<file path="src/rtl/tff_mod_counter_pkg.sv">
// rtl/tff_mod_counter_pkg.sv - shared encodings and S/R command types for toggle-based counters
package tff_mod_counter_pkg;

   localparam logic DIR_UP = 1'b1;
   localparam logic DIR_DN = 1'b0;

   localparam int SR_MAX_WIDTH = 16;

   typedef struct packed {
      logic [SR_MAX_WIDTH-1:0] s;
      logic [SR_MAX_WIDTH-1:0] r;
   } sr_cmd_t;

   typedef struct packed {
      logic s;
      logic r;
   } sr_bit_t;

   // A toggle request becomes set when the cell is low and reset when it is high,
   // so s and r can never be asserted together.
   function automatic sr_bit_t tcell_cmd(input logic t, input logic q);
      sr_bit_t cmd;
      cmd.s = t & ~q;
      cmd.r = t & q;
      return cmd;
   endfunction

endpackage

</file>
<file path="src/rtl/tff_mod_counter_if.sv">
// rtl/tff_mod_counter_if.sv - control and count signals of the modulo-N T-cell counter
interface tff_mod_counter_if #(
   parameter int WIDTH = 4
);
   logic             en;
   logic             up;
   logic             load;
   logic [WIDTH-1:0] load_val;
   logic [WIDTH-1:0] count;
   logic             tc;
   logic             wrap;

   modport master (
      output en, up, load, load_val,
      input  count, tc, wrap
   );

   modport slave (
      input  en, up, load, load_val,
      output count, tc, wrap
   );
endinterface

</file>
<file path="src/rtl/tff_mod_counter_sr_tcell.sv">
// rtl/tff_mod_counter_sr_tcell.sv - one set/reset flip-flop cell used as a T flip-flop
module sr_tcell (
   input  logic clk,
   input  logic reset,
   input  logic s,
   input  logic r,
   output logic q
);

   always_ff @(posedge clk) begin
      if (reset) begin
         q <= 1'b0;
      end else if (s) begin
         q <= 1'b1;
      end else if (r) begin
         q <= 1'b0;
      end
   end

endmodule

</file>
<file path="src/rtl/tff_mod_counter.sv">
// rtl/tff_mod_counter.sv - modulo-N up/down counter with load, built from S/R T-cells
module tff_mod_counter
   import tff_mod_counter_pkg::*;
#(
   parameter int WIDTH   = 4,
   parameter int MODULUS = 10
) (
   input  logic               clk,
   input  logic               reset,
   tff_mod_counter_if.slave   bus
);

   localparam logic [WIDTH-1:0] MAX_CNT = WIDTH'(MODULUS - 1);
   localparam logic [WIDTH:0]   MOD_EXT = (WIDTH + 1)'(MODULUS);

   logic [WIDTH-1:0] q;
   logic [WIDTH-1:0] next_count;
   logic [WIDTH-1:0] t;
   logic             in_range;
   logic             load_ok;
   logic             wrap_next;
   logic             wrap_q;

   assign in_range = ({1'b0, q} < MOD_EXT);
   assign load_ok  = ({1'b0, bus.load_val} < MOD_EXT);

   // Reset and load go through the same toggle path as counting, so every
   // state change reaches the cells as a single S or R term.
   always_comb begin
      next_count = q;
      wrap_next  = 1'b0;
      if (reset) begin
         next_count = '0;
      end else if (bus.load) begin
         next_count = load_ok ? bus.load_val : MAX_CNT;
      end else if (bus.en) begin
         if (bus.up == DIR_UP) begin
            if (!in_range) begin
               next_count = '0;
            end else if (q == MAX_CNT) begin
               next_count = '0;
               wrap_next  = 1'b1;
            end else begin
               next_count = q + WIDTH'(1);
            end
         end else begin
            if (!in_range) begin
               next_count = MAX_CNT;
            end else if (q == '0) begin
               next_count = MAX_CNT;
               wrap_next  = 1'b1;
            end else begin
               next_count = q - WIDTH'(1);
            end
         end
      end
   end

   assign t = q ^ next_count;

   for (genvar i = 0; i < WIDTH; i++) begin : gen_cell
      sr_bit_t cmd;
      assign cmd = tcell_cmd(t[i], q[i]);

      sr_tcell u_cell (
         .clk   (clk),
         .reset (reset),
         .s     (cmd.s),
         .r     (cmd.r),
         .q     (q[i])
      );
   end

   always_ff @(posedge clk) begin
      if (reset) begin
         wrap_q <= 1'b0;
      end else begin
         wrap_q <= wrap_next;
      end
   end

   // Decoded straight from inputs and cell outputs so it can feed the en of a
   // following stage without a register in between.
   assign bus.tc    = bus.en & ((bus.up == DIR_UP) ? (q == MAX_CNT) : (q == '0));
   assign bus.count = q;
   assign bus.wrap  = wrap_q;

endmodule

</file>
<file path="src/flat_wrapper.sv">
// flat-port wrapper written by rule: the top's interface ports become plain ports
module tff_mod_counter_flat import tff_mod_counter_pkg::*;
#(
   parameter int WIDTH   = 4,
   parameter int MODULUS = 10
)
  (clk, reset, bus_en, bus_up, bus_load, bus_load_val, bus_count, bus_tc, bus_wrap);
  tff_mod_counter_if #(.WIDTH(WIDTH)) bus_i ();
  input  logic clk;
  input  logic reset;
  input wire logic [$bits(bus_i.en)-1:0] bus_en;
  input wire logic [$bits(bus_i.up)-1:0] bus_up;
  input wire logic [$bits(bus_i.load)-1:0] bus_load;
  input wire logic [$bits(bus_i.load_val)-1:0] bus_load_val;
  output wire logic [$bits(bus_i.count)-1:0] bus_count;
  output wire logic [$bits(bus_i.tc)-1:0] bus_tc;
  output wire logic [$bits(bus_i.wrap)-1:0] bus_wrap;
  assign bus_i.en = bus_en;
  assign bus_i.up = bus_up;
  assign bus_i.load = bus_load;
  assign bus_i.load_val = bus_load_val;
  assign bus_count = bus_i.count;
  assign bus_tc = bus_i.tc;
  assign bus_wrap = bus_i.wrap;
  tff_mod_counter #(.WIDTH(WIDTH), .MODULUS(MODULUS)) u_core (.clk(clk), .reset(reset), .bus(bus_i));
endmodule
</file>
<file path="config.mk">
export PLATFORM = sky130hd
export DESIGN_NAME = tff_mod_counter_flat
export DESIGN_NICKNAME = d
export VERILOG_FILES = /design/src/rtl/tff_mod_counter_pkg.sv /design/src/rtl/tff_mod_counter_if.sv /design/src/rtl/tff_mod_counter_sr_tcell.sv /design/src/rtl/tff_mod_counter.sv /design/src/flat_wrapper.sv
export SDC_FILE = /design/constraint.sdc
export NUM_CORES = 1
export LEC_CHECK = 0
export CAP_MARGIN = 30
export CORE_AREA = 2 2 39 41
export CTS_BUF_LIST = sky130_fd_sc_hd__clkbuf_8
export DETAILED_ROUTE_END_ITERATION = 7
export DIE_AREA = 0 0 41 43
export PLACE_DENSITY = 0.72
export SETUP_SLACK_MARGIN = 0.4
export SLEW_MARGIN = 30
export SYNTH_ARGS = -nofsm -noshare
export SYNTH_HDL_FRONTEND = slang
export SYNTH_SLANG_ARGS = --single-unit
</file>
<file path="constraint.sdc">
create_clock -name clk -period 2.6 [get_ports clk]
set_clock_uncertainty 0.05 [all_clocks]
set_input_delay 0.26 -clock clk [delete_from_list [all_inputs] [get_ports clk]]
set_output_delay 0.26 -clock clk [all_outputs]
set_load 0.05 [all_outputs]
</file>
detail.png
Bar = 10 um. Region (0, 0) to (25, 25) um. Cells in gray, sequential cells in the stronger gray; small squares are vias.
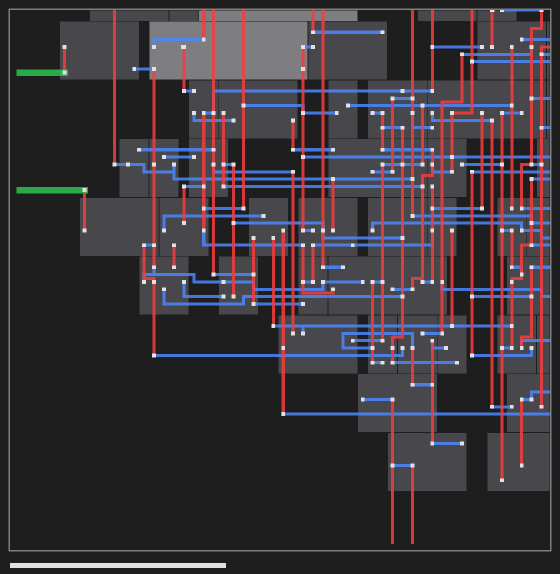
- green: metal 3
- blue: metal 1
- red: metal 2
- most frequent: clkdlybuf4s50_1 (5), nor2_1 (4)
- sequential cells in the window: 1
- cells with their middle in the window: 34
- netlist names of flops here include: u_core.gen_cell.u_cell.q (1)

layer_met3.png
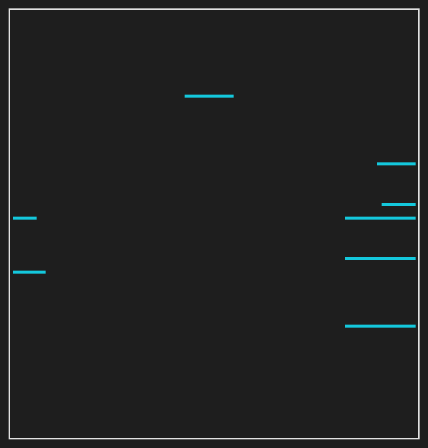
- main direction: horizontal
- nets with wire on the layer: 8
- share of all routed wire: 2.6%
WL final: 1420 um
via count: 545
met3 Use GR: 0.0366

congestion.png
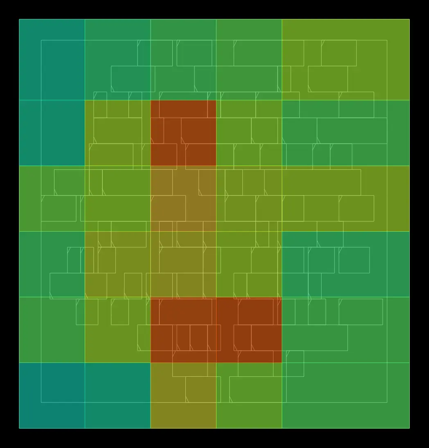
met1 Use GR: 0.243
GR peak layer: met2
met2 Use GR: 0.291
post-layout util: 0.593
gr usage total: 0.181

==> run summary <==
Hold EP: u_core.gen_cell[3].u_cell.q
Seq power: 85.4 uW
Clk_buf instances: 3
Pre-CTS WS: 0.0510 ns
RR Endpoint: u_core.gen_cell[3].u_cell.q
Slew @ Worst Pin: 0.515 ns
Flops out of synthesis: 5
Initial Utilization: 0.407
Ant diodes: 0
Count of multi-input gates: 49
Top class by area: combinational gates
Status: finished, final reports clean
Reg area: 104 sq um
Clk_lat worst skew: 0.22 ns
Startpoint type of the worst setup path: flop
DR iter-0 viols: 8
Routed length on met2: 770 um
Register fraction of the total cell area: 0.127
Hold Crit Class: reg2reg
Final setup violating endpoints: 0
Clk cell area share: 0.0549
Syn_area_per_cell: 7.93 sq um
Non-clock buffer share: 0.267
GR Overflow Total: 0
Tap Count: 16
Die W: 41 um
Worst VDD drop: 0.396 mV
Crit end category: flop
CTS Buffer Depth: 2
Yosys simple share: 0.204
# H-tree levels: 1
Power Combinational: 106 uW
Non-clk invs: 6
Max-cap violations: 0
Largest net degree at the start of global routing: 14
Drt drc: 0
Fin Setup TNS: 0 ns
Clock power share: 0.415
Crit path depth: 7
First-pass GRT wire length: 2240 um
Setup bufs post-CTS: 0
Number of enable flip-flop cells: 0
DR pass1 iterations: 4
Post-Syn Instances: 71
Mapped Area: 563 sq um
Nets: 101
Fmax: 467 MHz
Critical path class: reg2reg
YS warnings: 0
Final Cycle Share: 0.823
Routability cong.: 0.828
Final hold slack: 0.631 ns
Ys async rst share: 0
Largest fanout on the critical path: 9
Seq share, synth: 0.178
Seq_cells: 5
Synthesis-to-layout area growth: 45.8%
Yosys xor share: 0.0156
Tally of OpenROAD warnings: 28
Hold Startpoint: u_core.gen_cell[3].u_cell.q
Top FF cell, synth: dfxtp_1
Fillers: 128
Critical path buffers and inverters: 0
Design Power: 327 uW
Critical Path Sink: u_core.gen_cell[3].u_cell.q
# Cells Yosys: 71
Crit-path cells: or3_4 -> o311a_1 -> a2111oi_2 -> a211oi_1 -> ha_1 -> mux2i_1 -> nor2_1
Avg WL per Cell: 13.8 um
Combinational power share: 0.324
Final hold viol count: 0
Switch Pwr: 93.6 uW
Die H: 43 um
CTS resizes: 5
Aoi share: 0.233
Rows: 14
PwrDens: 398 mW/mm^2
Relative slew slack: 0.656
Top logic family: AND-OR/OR-AND gates
Worst EP required: 2.64 ns
Clock slew seen by the registers of the worst setup and hold paths: 0.03 ns
Clock sinks: 5
YS chip area: 563 sq um
Placed cell area: 723 sq um
Pwr top: the clock network
CTS buffer count: 3
# hold bufs at CTS: 0
TritonCTS clock tree: built
Post-detail-place hpwl: 1020 um
Clock group: 136 uW
Critical R2R Launch: u_core.gen_cell[0].u_cell.q
Non-CTS buffers: 23
Leakage: 0.000339 uW
R2R cell count: 7
Synth mux share: 0.107
Worst path top cell family by delay: AND-OR/OR-AND gates
Seq pwr share: 0.261
Routed length on met1: 615 um
Top Layout Cells: clkdlybuf4s50_1 (11), buf_4 (9), inv_1 (7), nor2_1 (7), mux2i_1 (6)
RSZ-0062 raised after global routing: true
Initial antenna violation count: 0
Routed vias/inst: 5.29
Post-route cell area: 821 sq um
Cell Type Count: 29
CP max stage delay: 0.39 ns
DR top layer: met3
Multi-input logic area: 410 sq um
Core box area: 0.00138 sq mm
Root Driver: clkbuf_8
Mapped Nets: 84
CP startpoint: u_core.gen_cell[0].u_cell.q
Int Pwr: 233 uW
Sw Ratio: 0.287
Detail Route Antenna Nets: 0
DP Cell Count: 97
Fa+ha+maj area frac: 0.0889
Chip area: 0.00176 sq mm
Slowest stage cell, crit path: or3_4
WP data arrival: 2.18 ns
Final WS setup: 0.460 ns
Final min period: 2.14 ns
Max-slew violation count: 0
Setup slack, reg-to-reg: 0.46 ns
Worst hold path depth: 2
Met3 WL post-DR: 36 um
Vias in the first global route: 530
Layout cells sized above 1: 0.241
io_fan.png
Bar = 10 um.
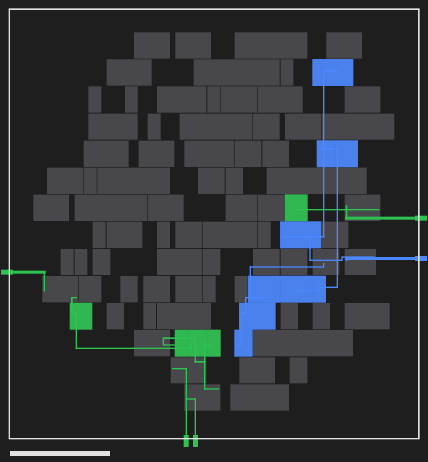
- blue: bus_up (bits 1; direction input; edge right; end cells 9; buffers 3; wire 77.6 um)
- green: bus_load_val (bits 4; direction input; edge 2 bottom, 1 right, 1 left; end cells 5; buffers 4; wire 67.5 um)
PortBufs: 14
I/O pins: 15

logic_types.png
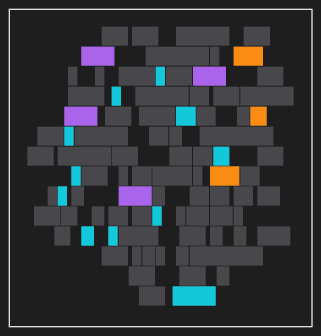
- cyan: NOR gates (cells 11)
- purple: adder and majority cells (cells 4)
- orange: AND and OR gates (cells 3)
Post-Layout Cell Count: 103
most frequent logic cell in the layout: clkdlybuf4s50_1
fraction of area in multi-input gates: 0.500

==> tightest hold or removal path: stages (launching register included) <==
cell and delay, ns:
dfxtp_1 0.41, mux2i_1 0.18, nor2_1 0.05
==> cells in the mapped netlist (2+ instances only) <==
cell type	number	share of area
buf_4	4	0.053
inv_1	6	0.040
buf_6	2	0.040
buf_2	3	0.027
mux2i_1	6	0.11
nor3_1	2	0.018
ha_1	4	0.089
o21ai_0	3	0.027
nand2_1	3	0.020
a21oi_1	3	0.027
a31oi_1	2	0.022
nand3_1	4	0.036
dfxtp_1	5	0.18
a2111oi_2	2	0.053
nor2_1	7	0.047
clkbuf_1	2	0.013
==> state kept, by name (all words and copies together) (netlist names) <==
signal / flops
u_core.gen_cell.u_cell.q: 4
u_core.bus.wrap: 1
Power figures rest on the tool's default switching activity, not on a simulated workload.
